## config.mk

```make
export PLATFORM = sky130hd
export DESIGN_NAME = fetch_unit
export DESIGN_NICKNAME = d
export VERILOG_FILES = /design/src/rtl/fetch_pkg.sv /design/src/rtl/fetch_fifo.sv /design/src/rtl/fetch_unit.sv
export SDC_FILE = /design/constraint.sdc
export NUM_CORES = 1
export LEC_CHECK = 0
export CAP_MARGIN = 20
export CORE_ASPECT_RATIO = 1.75
export CORE_UTILIZATION = 35
export CTS_CLUSTER_SIZE = 20
export DETAILED_ROUTE_END_ITERATION = 16
export GPL_TIMING_DRIVEN = 0
export PLACE_DENSITY_LB_ADDON = 0.25
export SETUP_SLACK_MARGIN = 0.2
export SYNTH_ARGS = -nofsm -noshare
export SYNTH_HDL_FRONTEND = slang
export SYNTH_SLANG_ARGS = --single-unit
export TNS_END_PERCENT = 50
```

## constraint.sdc

```tcl
create_clock -name clk -period 3.01 [get_ports clk]
set_clock_uncertainty 0.1 [all_clocks]
set_input_delay 0.301 -clock clk [delete_from_list [all_inputs] [get_ports clk]]
set_output_delay 0.301 -clock clk [all_outputs]
set_load 0.01 [all_outputs]
```

## src/rtl/fetch_pkg.sv

```systemverilog
// Shared fetch-stage types and constants.
// Pure definitions: no logic, no latency, no flow control.
package fetch_pkg;
  localparam logic [31:0] RESET_PC_DEFAULT = 32'h0000_0000;
  localparam int          INSTR_BYTES      = 4;
  localparam logic [31:0] NOP              = 32'h0000_0013;

  typedef struct packed {
    logic [31:0] instr;
    logic [31:0] pc;
  } fetch_entry_t;
endpackage

```

## src/rtl/fetch_fifo.sv

```systemverilog
// Synchronous FIFO of fetch entries with flush; head is visible combinationally.
// Push to pop: 1 cycle. No internal backpressure: the caller must never push when full.
module fetch_fifo
  import fetch_pkg::*;
#(
  parameter  int DEPTH = 4,
  localparam int CW    = $clog2(DEPTH + 1)
) (
  input  logic          clk,
  input  logic          rst,
  input  logic          push,
  input  fetch_entry_t  din,
  input  logic          pop,
  input  logic          flush,
  output logic          full,
  output logic          empty,
  output logic [CW-1:0] count,
  output fetch_entry_t  dout
);
  localparam int AW = (DEPTH > 1) ? $clog2(DEPTH) : 1;

  fetch_entry_t  mem [DEPTH];
  logic [AW-1:0] rd_ptr;
  logic [AW-1:0] wr_ptr;
  logic          do_push;
  logic          do_pop;

  function automatic logic [AW-1:0] next_ptr(input logic [AW-1:0] p);
    return (p == AW'(DEPTH - 1)) ? '0 : p + AW'(1);
  endfunction

  assign do_push = push && !full;
  assign do_pop  = pop && !empty;
  assign full    = (count == CW'(DEPTH));
  assign empty   = (count == '0);
  assign dout    = mem[rd_ptr];

  always_ff @(posedge clk or negedge rst) begin
    if (!rst) begin
      rd_ptr <= '0;
      wr_ptr <= '0;
      count  <= '0;
      for (int i = 0; i < DEPTH; i++) mem[i] <= '0;
    end else if (flush) begin
      rd_ptr <= '0;
      wr_ptr <= '0;
      count  <= '0;
    end else begin
      if (do_push) begin
        mem[wr_ptr] <= din;
        wr_ptr      <= next_ptr(wr_ptr);
      end
      if (do_pop) rd_ptr <= next_ptr(rd_ptr);
      count <= count + CW'(do_push) - CW'(do_pop);
    end
  end

  // Credit accounting upstream is what keeps this from ever firing.
  assert property (@(posedge clk) disable iff (!rst) !(push && full));
endmodule

```

## src/rtl/fetch_unit.sv

```systemverilog
// Instruction fetch: PC, credit-limited imem requests, prefetch queue, redirect flush. FETCH_PERF_EN adds stall/flush counters.
// Latency: request accept to instr_valid = memory latency + 1. Decode backpressure throttles requests via queue credits.
module fetch_unit
  import fetch_pkg::*;
#(
  parameter int               WIDTH    = 32,
  parameter int               DEPTH    = 4,
  parameter int               MAX_OUT  = 2,
  parameter logic [WIDTH-1:0] RESET_PC = WIDTH'(RESET_PC_DEFAULT)
) (
  input  logic             clk,
  input  logic             rst,
  input  logic             redirect,
  input  logic [WIDTH-1:0] redirect_pc,
  output logic             imem_req_valid,
  input  logic             imem_req_ready,
  output logic [WIDTH-1:0] imem_addr,
  input  logic             imem_rsp_valid,
  input  logic [WIDTH-1:0] imem_rsp_data,
  output logic             instr_valid,
  input  logic             instr_ready,
  output logic [WIDTH-1:0] instr,
  output logic [WIDTH-1:0] instr_pc
`ifdef FETCH_PERF_EN
  ,
  output logic [31:0]      stall_cycles,
  output logic [31:0]      flush_count
`endif
);
  localparam int QW = $clog2(DEPTH + 1);
  localparam int OW = $clog2(MAX_OUT + 1);

  logic             run;
  logic [WIDTH-1:0] fetch_pc;
  logic [OW-1:0]    kill;
  logic [OW-1:0]    out_cnt;
  logic [QW-1:0]    q_count;
  logic             q_full, q_empty, af_full, af_empty;
  logic             accept, q_push, q_pop;
  fetch_entry_t     q_din, q_dout, af_din, af_dout;
  logic             unused_bits;

  // run holds requests off until the first edge after reset release.
  assign imem_req_valid = run && !redirect && !af_full &&
                          (32'(q_count) + 32'(out_cnt) < 32'(DEPTH));
  assign imem_addr      = {fetch_pc[WIDTH-1:2], 2'b00};
  assign accept         = imem_req_valid && imem_req_ready;
  assign q_push         = imem_rsp_valid && (kill == '0) && !redirect;
  assign q_pop          = instr_valid && instr_ready && !redirect;
  assign instr_valid    = !q_empty;
  assign instr          = WIDTH'(q_dout.instr);
  assign instr_pc       = WIDTH'(q_dout.pc);
  assign q_din          = '{instr: 32'(imem_rsp_data), pc: af_dout.pc};
  assign af_din         = '{instr: NOP, pc: 32'(imem_addr)};
  assign unused_bits    = ^{redirect_pc[1:0], af_dout.instr, af_empty, q_full};

  fetch_fifo #(.DEPTH(DEPTH)) u_queue (
    .clk(clk), .rst(rst), .push(q_push), .din(q_din), .pop(q_pop), .flush(redirect),
    .full(q_full), .empty(q_empty), .count(q_count), .dout(q_dout)
  );

  // Every response, killed or not, retires its request address here.
  fetch_fifo #(.DEPTH(MAX_OUT)) u_inflight (
    .clk(clk), .rst(rst), .push(accept), .din(af_din), .pop(imem_rsp_valid), .flush(1'b0),
    .full(af_full), .empty(af_empty), .count(out_cnt), .dout(af_dout)
  );

  always_ff @(posedge clk or negedge rst) begin
    if (!rst) begin
      run      <= 1'b0;
      fetch_pc <= RESET_PC;
      kill     <= '0;
    end else begin
      run <= 1'b1;
      if (redirect) begin
        fetch_pc <= {redirect_pc[WIDTH-1:2], 2'b00};
        kill     <= out_cnt - OW'(imem_rsp_valid) + OW'(accept);
      end else begin
        if (accept) fetch_pc <= fetch_pc + WIDTH'(INSTR_BYTES);
        if (imem_rsp_valid && (kill != '0)) kill <= kill - OW'(1);
      end
    end
  end

`ifdef FETCH_PERF_EN
  localparam bit PERF_EN = 1'b1;

  always_ff @(posedge clk or negedge rst) begin
    if (!rst) begin
      stall_cycles <= '0;
      flush_count  <= '0;
    end else begin
      if (instr_ready && !instr_valid && (stall_cycles != '1)) stall_cycles <= stall_cycles + 32'd1;
      if (redirect && (flush_count != '1)) flush_count <= flush_count + 32'd1;
    end
  end
`else
  localparam bit PERF_EN = 1'b0;
`endif
endmodule

```

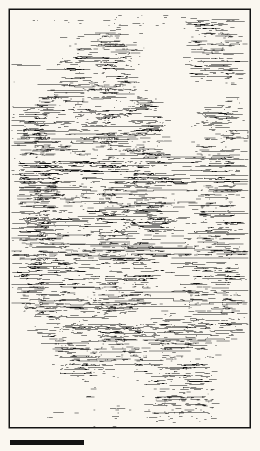
Run 1: met1 routing
The bar under the picture is 50 um long.
main direction: horizontal
share of all routed wire: 39%
longest straight run: 51.5 um

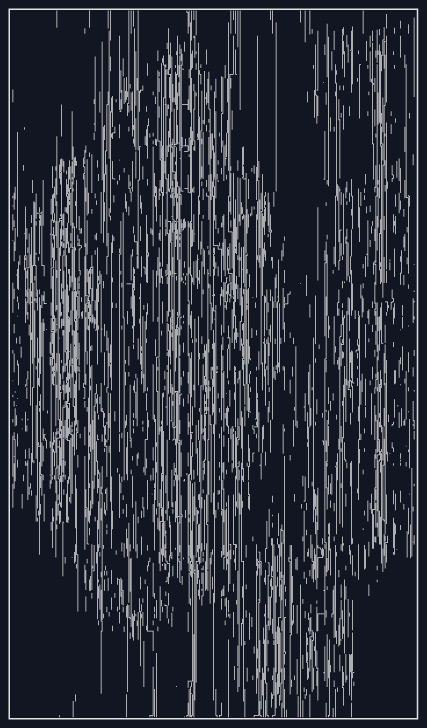
Run 1: M2 wires
nets with wire on the layer: 1302
wire length on this layer: 21.6 mm
longest straight run: 103 um

==> out/qor.yml, run 1 <==
global_route:
  grt_usage: 0.181
  antenna_found_initial: 1
  overflow: 0
  grt_start_max_net_pins: 115
flow_run:
  warnings: 35
  drv_cap: 0
yosys:
  yosysUniqueCellTypes: 46
  common_cells: "dfrtp_1 (352), mux2_2 (183), nand2_1 (172), o21ai_0 (146), mux4_2 (62)"
  synthArstFlopShare: 1.00
  most_common_cell: "dfrtp_1"
  top_cell_area_share: 0.567
  post-synth-top-area-cell: "dfrtp_1"
  synth_seq_share: 0.567
detailed_routing:
  viasPerCell: 5.12
  drtAntennaViolNets: 0
  wl_per_cell_um: 19.8
  wl_um: 39800
  drt_iter0_drc: 482
clocking:
  clock_sinks: 352
  cts_tree: "done"
finish:
  nFillCells: 4095
  comb_share: 0.326
  regArea_mm2: 0.00881
  largest_class: "sequential cells"
  logic_gates: 758
  num-clock-buffers: 53
  final_core_util: 0.444
placed_design:
  hpwlAfterDp_um: 28400
floorplan:
  fp.dieW_um: 161
  coreArea_mm2: 0.0436
  die-area_mm2: 0.0453
critical_path:
  end_kind: "output port"
  crit_fanout: 10
  cp_slowest_cell: "mux4_2"
  start_kind: "flip-flop"
worst_hold_path:
  holdCritStartpoint: "redirect_pc[11]"
status:
  status: "finished clean"
final_timing:
  whs_ns: 0.203
  setup_ws_ns: 0.245
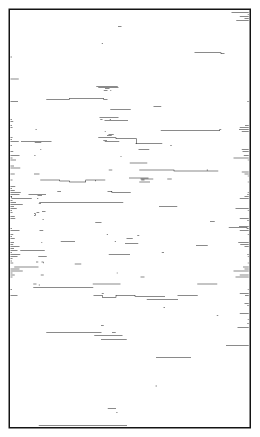
Run 1: M3 wires
nets with wire on the layer: 159
main direction: horizontal
wire length on this layer: 1360 um

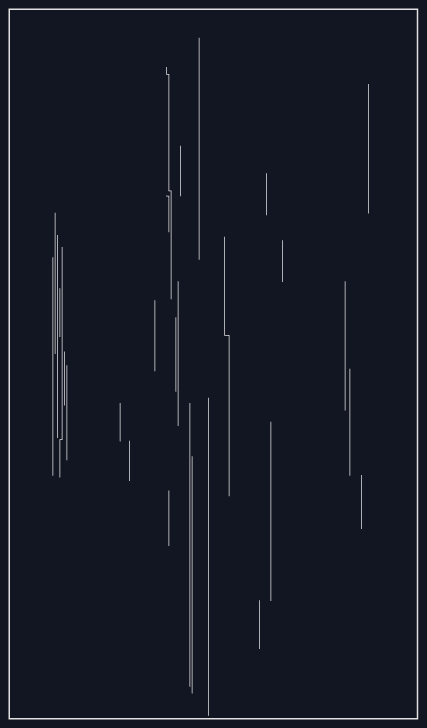
Run 1: signal wires on met4
longest straight run: 126 um
nets with wire on the layer: 20
wire length on this layer: 1500 um

-- run 1: through the flow --
step	power [uW]	instances
floorplan	9770	1210
global placement	12100	1937
detailed placement	12200	1940
CTS	17100	2006
global route	17800	2009
finish	16800	2009
-- run 1: metal layers --
metal | GRT usage | routed length [um] | vias up | share of wire
met5 | 0 | 0 | - | 0
met4 | 0.0772 | 1500 | 0 | 0.038
met3 | 0.0227 | 1360 | 67 | 0.034
met2 | 0.337 | 21600 | 264 | 0.54
met1 | 0.204 | 15400 | 5236 | 0.39
li1 | - | - | 4727 | -
-- run 1: logic make-up after synthesis --
kind of cell               after synthesis  synth area share
DFF                                    352             0.567
muxes                                  279             0.244
and+or+nand+nor                        259            0.0739
AOI/OAI and AO/OA                      181            0.0637
buffers and inverters                  100            0.0278
xor gates and xnor gates                19            0.0107
adders and majority gates               15            0.0126
other                                    2          0.000483
-- run 1: sequential cells by signal, indices dropped and copies added, names as in the netlist --
name               cells
u_queue.mem          248
u_inflight.mem        60
fetch_pc              30
u_queue.count          3
kill                   2
u_inflight.count       2
u_queue.rd_ptr         2
u_queue.wr_ptr         2
run                    1
u_inflight.rd_ptr      1
u_inflight.wr_ptr      1
-- run 1: power breakdown --
part / switching (uW) / internal (uW) / total (uW)
registers: 707 / 5970 / 6680
logic: 2430 / 2970 / 5400
clock network: 1870 / 2890 / 4760
-- run 1: layout by cell type, fill, tap and decap left out, types with 4 or more instances in the layout --
cell | synthesis | layout
nor2_1 | 20 | 20
nand2_1 | 172 | 172
nand4_1 | 11 | 11
clkbuf_4 | 0 | 4
ha_1 | 14 | 14
dfrtp_1 | 352 | 352
mux4_2 | 62 | 62
dlymetal6s2s_1 | 0 | 6
mux2i_1 | 34 | 34
buf_12 | 0 | 4
xnor2_1 | 10 | 10
a21oi_1 | 9 | 9
clkbuf_1 | 44 | 47
nor3_1 | 8 | 8
dlygate4sd2_1 | 0 | 13
inv_1 | 17 | 17
o21ai_0 | 146 | 146
nand3_1 | 24 | 24
clkbuf_16 | 0 | 38
clkbuf_8 | 0 | 4
mux2_2 | 183 | 183
xor2_1 | 9 | 9
conb_1 | 2 | 5
buf_4 | 5 | 9
or3_1 | 7 | 7
buf_2 | 30 | 26
clkdlybuf4s50_1 | 0 | 141
bufinv_16 | 0 | 6
o211ai_1 | 9 | 9
-- run 1: repair_timing --
| action | 4_1_cts | 5_1_grt |
|---|---|---|
| endpoints found under the setup margin | 66 | 48 |
| pin swaps | 0 | 1 |
| hold buffers | 1 | 0 |
| cloned | 0 | 0 |
| hold endpoints to repair | 69 | 0 |
| gates resized | 46 | 15 |
| buffers inserted | 0 | 3 |
-- run 1: worst max-delay path by stage --
| stage | cells past startpoint | slack, ns | startpoint | end |
|---|---|---|---|---|
| 2_1_floorplan | 10 | 0.67 | u_queue.count[2] | u_queue.count[2] |
| 3_3_place_gp | 1 | -13.79 | rst | u_queue.mem[163] |
| 3_5_place_dp | 11 | -0.75 | redirect | u_queue.count[2] |
| 4_1_cts | 11 | 0.13 | redirect | u_queue.count[2] |
| 5_1_grt | 4 | 0.16 | u_queue.rd_ptr[0] | instr[27] |
| 6_report | 4 | 0.24 | u_queue.rd_ptr[0] | instr_pc[19] |
==> run 2: changes to the inputs <==
- CORE_MARGIN: not set -> 2
==> out/qor.yml, run 2 <==
status:
  status: "finished clean"
critical_path:
  crit_fanout: 10
  end_kind: "output port"
  cp_slowest_cell: "mux4_2"
yosys:
  simple_gate_share: 0.0739
  synth_adder_area_share: 0.0126
  top_cell_area_share: 0.567
  synthArstFlopShare: 1.00
  yosysUniqueCellTypes: 46
finish:
  regMostFlops: "u_queue.mem"
  regArea_mm2: 0.00881
  most-common-layout-cells: "dfrtp_1 (352), mux2_2 (183), nand2_1 (172)"
  largest_register_ff_count: 248
global_route:
  overflow: 0
  grt_usage: 0.181
pwr:
  combPwrFrac: 0.322
  internal_power_uw: 11700
detailed_routing:
  top_layer_used: "met4"
  viasPerCell: 5.11
  wl_um: 40900
floorplan:
  coreArea_mm2: 0.0440
  fp.dieW_um: 163
[run 2: cell counts after synthesis]
Identical to the previous run, type by type.
[run 2: kinds of logic (layout without fill, tap and decap cells)]
group           after synthesis  count (layout)
flops                       352             352
mux                         279             279
simple gates                259             259
compound gates              181             181
buf+inv                     100             328
xor+xnor                     19              19
fa+ha+maj                    15              15
other cells                   2               5
[run 2: cell type report]
cell class / count / area share
timing repair buffer: 167 / 0.0897
clock inverter: 15 / 0.0105
multi-input combinational: 758 / 0.326
inverter: 18 / 0.00349
tap: 572 / 0.0370
buffer: 82 / 0.0260
sequential: 352 / 0.455
clock buffer: 46 / 0.0521
[run 2: final timing paths]
check / start / to / slack [ns] / depth (start not counted)
hold reg to reg: u_queue.mem[157] / u_queue.mem[157] / 0.38 / 2
min in group clk: redirect_pc[5] / fetch_pc[5] / 0.24 / 3
hold / removal: rst / kill[1] / 0.19 / 2
setup reg to reg: u_inflight.count[1] / kill[1] / 0.34 / 10
setup / recovery: u_queue.rd_ptr[0] / instr[2] / 0.25 / 4
max in group asynchronous: rst / u_queue.mem[39] / 0.74 / 5
[run 2: what timing repair did]
item | 4_1_cts | 5_1_grt
hold buffers | 1 | 0
endpoints found under the hold margin | 57 | 0
setup endpoints to repair | 65 | 48
gates resized | 48 | 22
buffers inserted | 0 | 2
[run 2: per-layer routing]
metal,GRT usage,vias to the layer above
met3,0.0234,79
met2,0.335,236
met1,0.210,5248
met5,0,-
met4,0.0688,0
li1,-,4707
[run 2: worst max-delay path, delay by kind of cell (launching register included)]
| kind | cells | cell delay, ns |
|---|---|---|
| mux | 1 | 0.54 |
| buf+inv | 3 | 0.88 |
| flops | 1 | 0.40 |
[run 2: power groups by stage]
| stage | sequential, uW | clock, uW | combinational [uW] |
|---|---|---|---|
| detailed placement | 6770 | 0 | 5490 |
| CTS | 6690 | 4800 | 5530 |
| finish | 6680 | 4680 | 5410 |
| global placement | 6710 | 0 | 5370 |
| floorplan | 6550 | 0 | 3230 |
| global route | 6850 | 5030 | 5910 |
[run 2: stage by stage]
| stage | hold WS, ns | cell area [um2] |
|---|---|---|
| floorplan | -0.0946 | 15600 |
| detailed placement | 0.165 | 18000 |
| global route | 0.228 | 19400 |
| finish | 0.191 | 19400 |
| global placement | 0.356 | 17900 |
| CTS | 0.198 | 19300 |
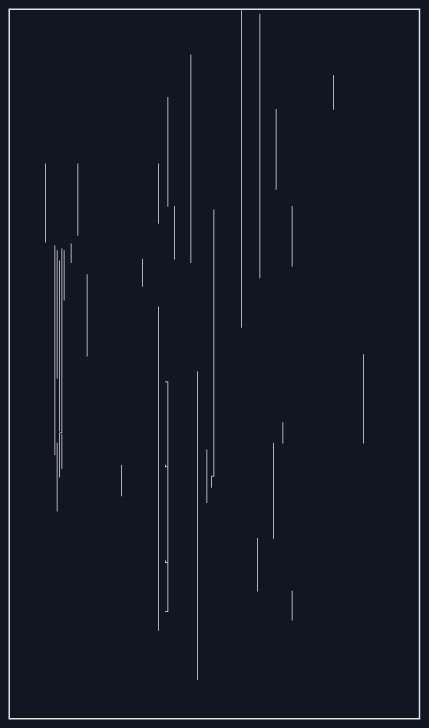
Run 2: signal wires on met4
main direction: vertical
longest straight run: 129 um

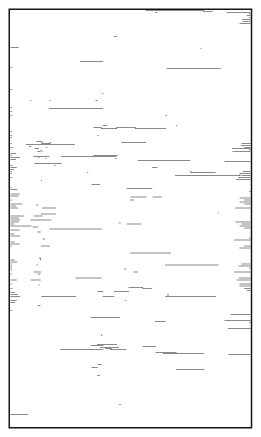
Run 2: M3 wires
longest straight run: 43.9 um
nets with wire on the layer: 144
share of all routed wire: 3.7%
wire length on this layer: 1490 um
main direction: horizontal

==> run 3: changes to the inputs <==
- HOLD_SLACK_MARGIN: not set -> 0.05
==> out/qor.yml, run 3 <==
floorplan:
  coreArea_mm2: 0.0440
  die-area_mm2: 0.0462
  fp.dieW_um: 163
pwr:
  internal_power_uw: 11700
  switching_share: 0.301
clocking:
  cts_tree: "done"
yosys:
  synth_seq_share: 0.567
  top_cell_area_share: 0.567
  yosysUniqueCellTypes: 46
  simple_gate_share: 0.0739
  ys_top_logic_family: "multiplexers"
  post-synth-top-area-cell: "dfrtp_1"
  synth_adder_area_share: 0.0126
flow_run:
  drv_cap: 0
final_timing:
  whs_ns: 0.191
global_route:
  grt_start_max_net_pins: 116
status:
  status: "finished clean"
detailed_routing:
  drtAntennaViolNets: 0
  wl_um: 40900
finish:
  final_common_cell: "dfrtp_1"
run 3: cell type report:
| class | instances | area [um2] | area share |
|---|---|---|---|
| Timing Repair Buffer | 167 | 1740 | 0.0897 |
| Inverter | 18 | 67.6 | 0.00349 |
| Tap cell | 572 | 716 | 0.0370 |
| Multi-Input combinational cell | 758 | 6320 | 0.326 |
| Sequential cell | 352 | 8810 | 0.455 |
| Clock inverter | 15 | 204 | 0.0105 |
| Clock buffer | 46 | 1010 | 0.0521 |
| Buffer | 82 | 504 | 0.0260 |
run 3: power groups by stage:
stage / sequential (uW) / clock (uW) / combinational (uW)
finish: 6680 / 4680 / 5410
global route: 6850 / 5030 / 5910
CTS: 6690 / 4800 / 5530
detailed placement: 6770 / 0 / 5490
global placement: 6710 / 0 / 5370
floorplan: 6550 / 0 / 3230
run 3: per-stage QoR:
step / cell area [um2] / util / power (uW) / instances
6_report: 19400 / 0.440 / 16800 / 2010
5_1_grt: 19400 / 0.440 / 17800 / 2010
4_1_cts: 19300 / 0.438 / 17000 / 2008
3_5_place_dp: 18000 / 0.408 / 12300 / 1946
3_3_place_gp: 17900 / 0.406 / 12100 / 1943
2_1_floorplan: 15600 / - / 9770 / 1210
run 3: worst paths after layout:
path	to	startpoint	depth (start not counted)	slack, ns
max in group asynchronous	u_queue.mem[39]	rst	5	0.74
min in group clk	fetch_pc[5]	redirect_pc[5]	3	0.24
min reg2reg	u_queue.mem[157]	u_queue.mem[157]	2	0.38
max	instr[2]	u_queue.rd_ptr[0]	4	0.25
min	kill[1]	rst	2	0.19
max reg2reg	kill[1]	u_inflight.count[1]	10	0.34
run 3: kinds of logic (layout without fill, tap and decap cells):
family	Yosys count	after routing
DFF	352	352
muxes	279	279
and+or+nand+nor	259	259
AOI/OAI and AO/OA	181	181
buffers and inverters	100	328
xor gates and xnor gates	19	19
adders and majority gates	15	15
other	2	5
run 3: what timing repair did:
action / CTS / global route
buffers inserted: 0 / 2
endpoints found under the hold margin: 58 / 0
gates resized: 48 / 22
hold buffers: 1 / 0
endpoints found under the setup margin: 65 / 48
cloned: 0 / 0
run 3: critical path: cells and delay by family, from the launching register on:
family	cells	cell delay, ns
buffers and inverters	3	0.88
flip-flops	1	0.40
multiplexers	1	0.54
run 3: metal layers:
metal	vias up	track usage	part of all wire
met1	5248	0.210	0.39
met2	236	0.335	0.54
met3	79	0.0234	0.036
met5	-	0	0
li1	4707	-	-
met4	0	0.0688	0.038
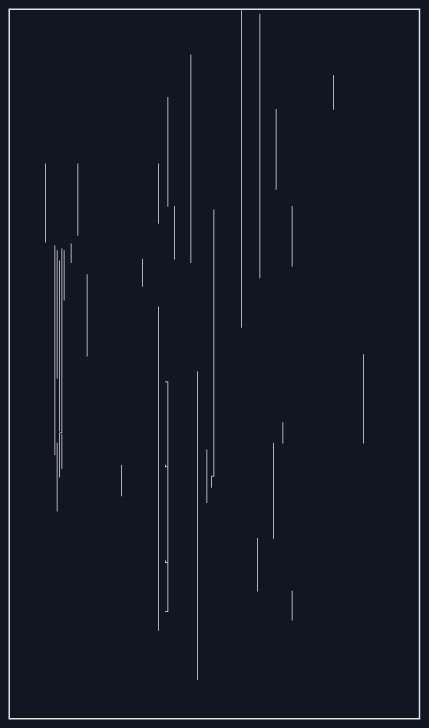
Run 3: signal wires on met4
nets with wire on the layer: 22
longest straight run: 129 um

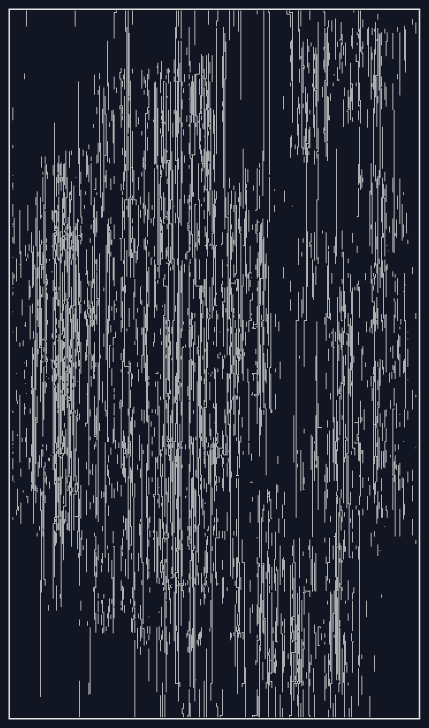
Run 3: M2 wires
longest straight run: 103 um
main direction: vertical
nets with wire on the layer: 1311
wire length on this layer: 22.0 mm
share of all routed wire: 54%

Power figures rest on the tool's default switching activity, not on a simulated workload.
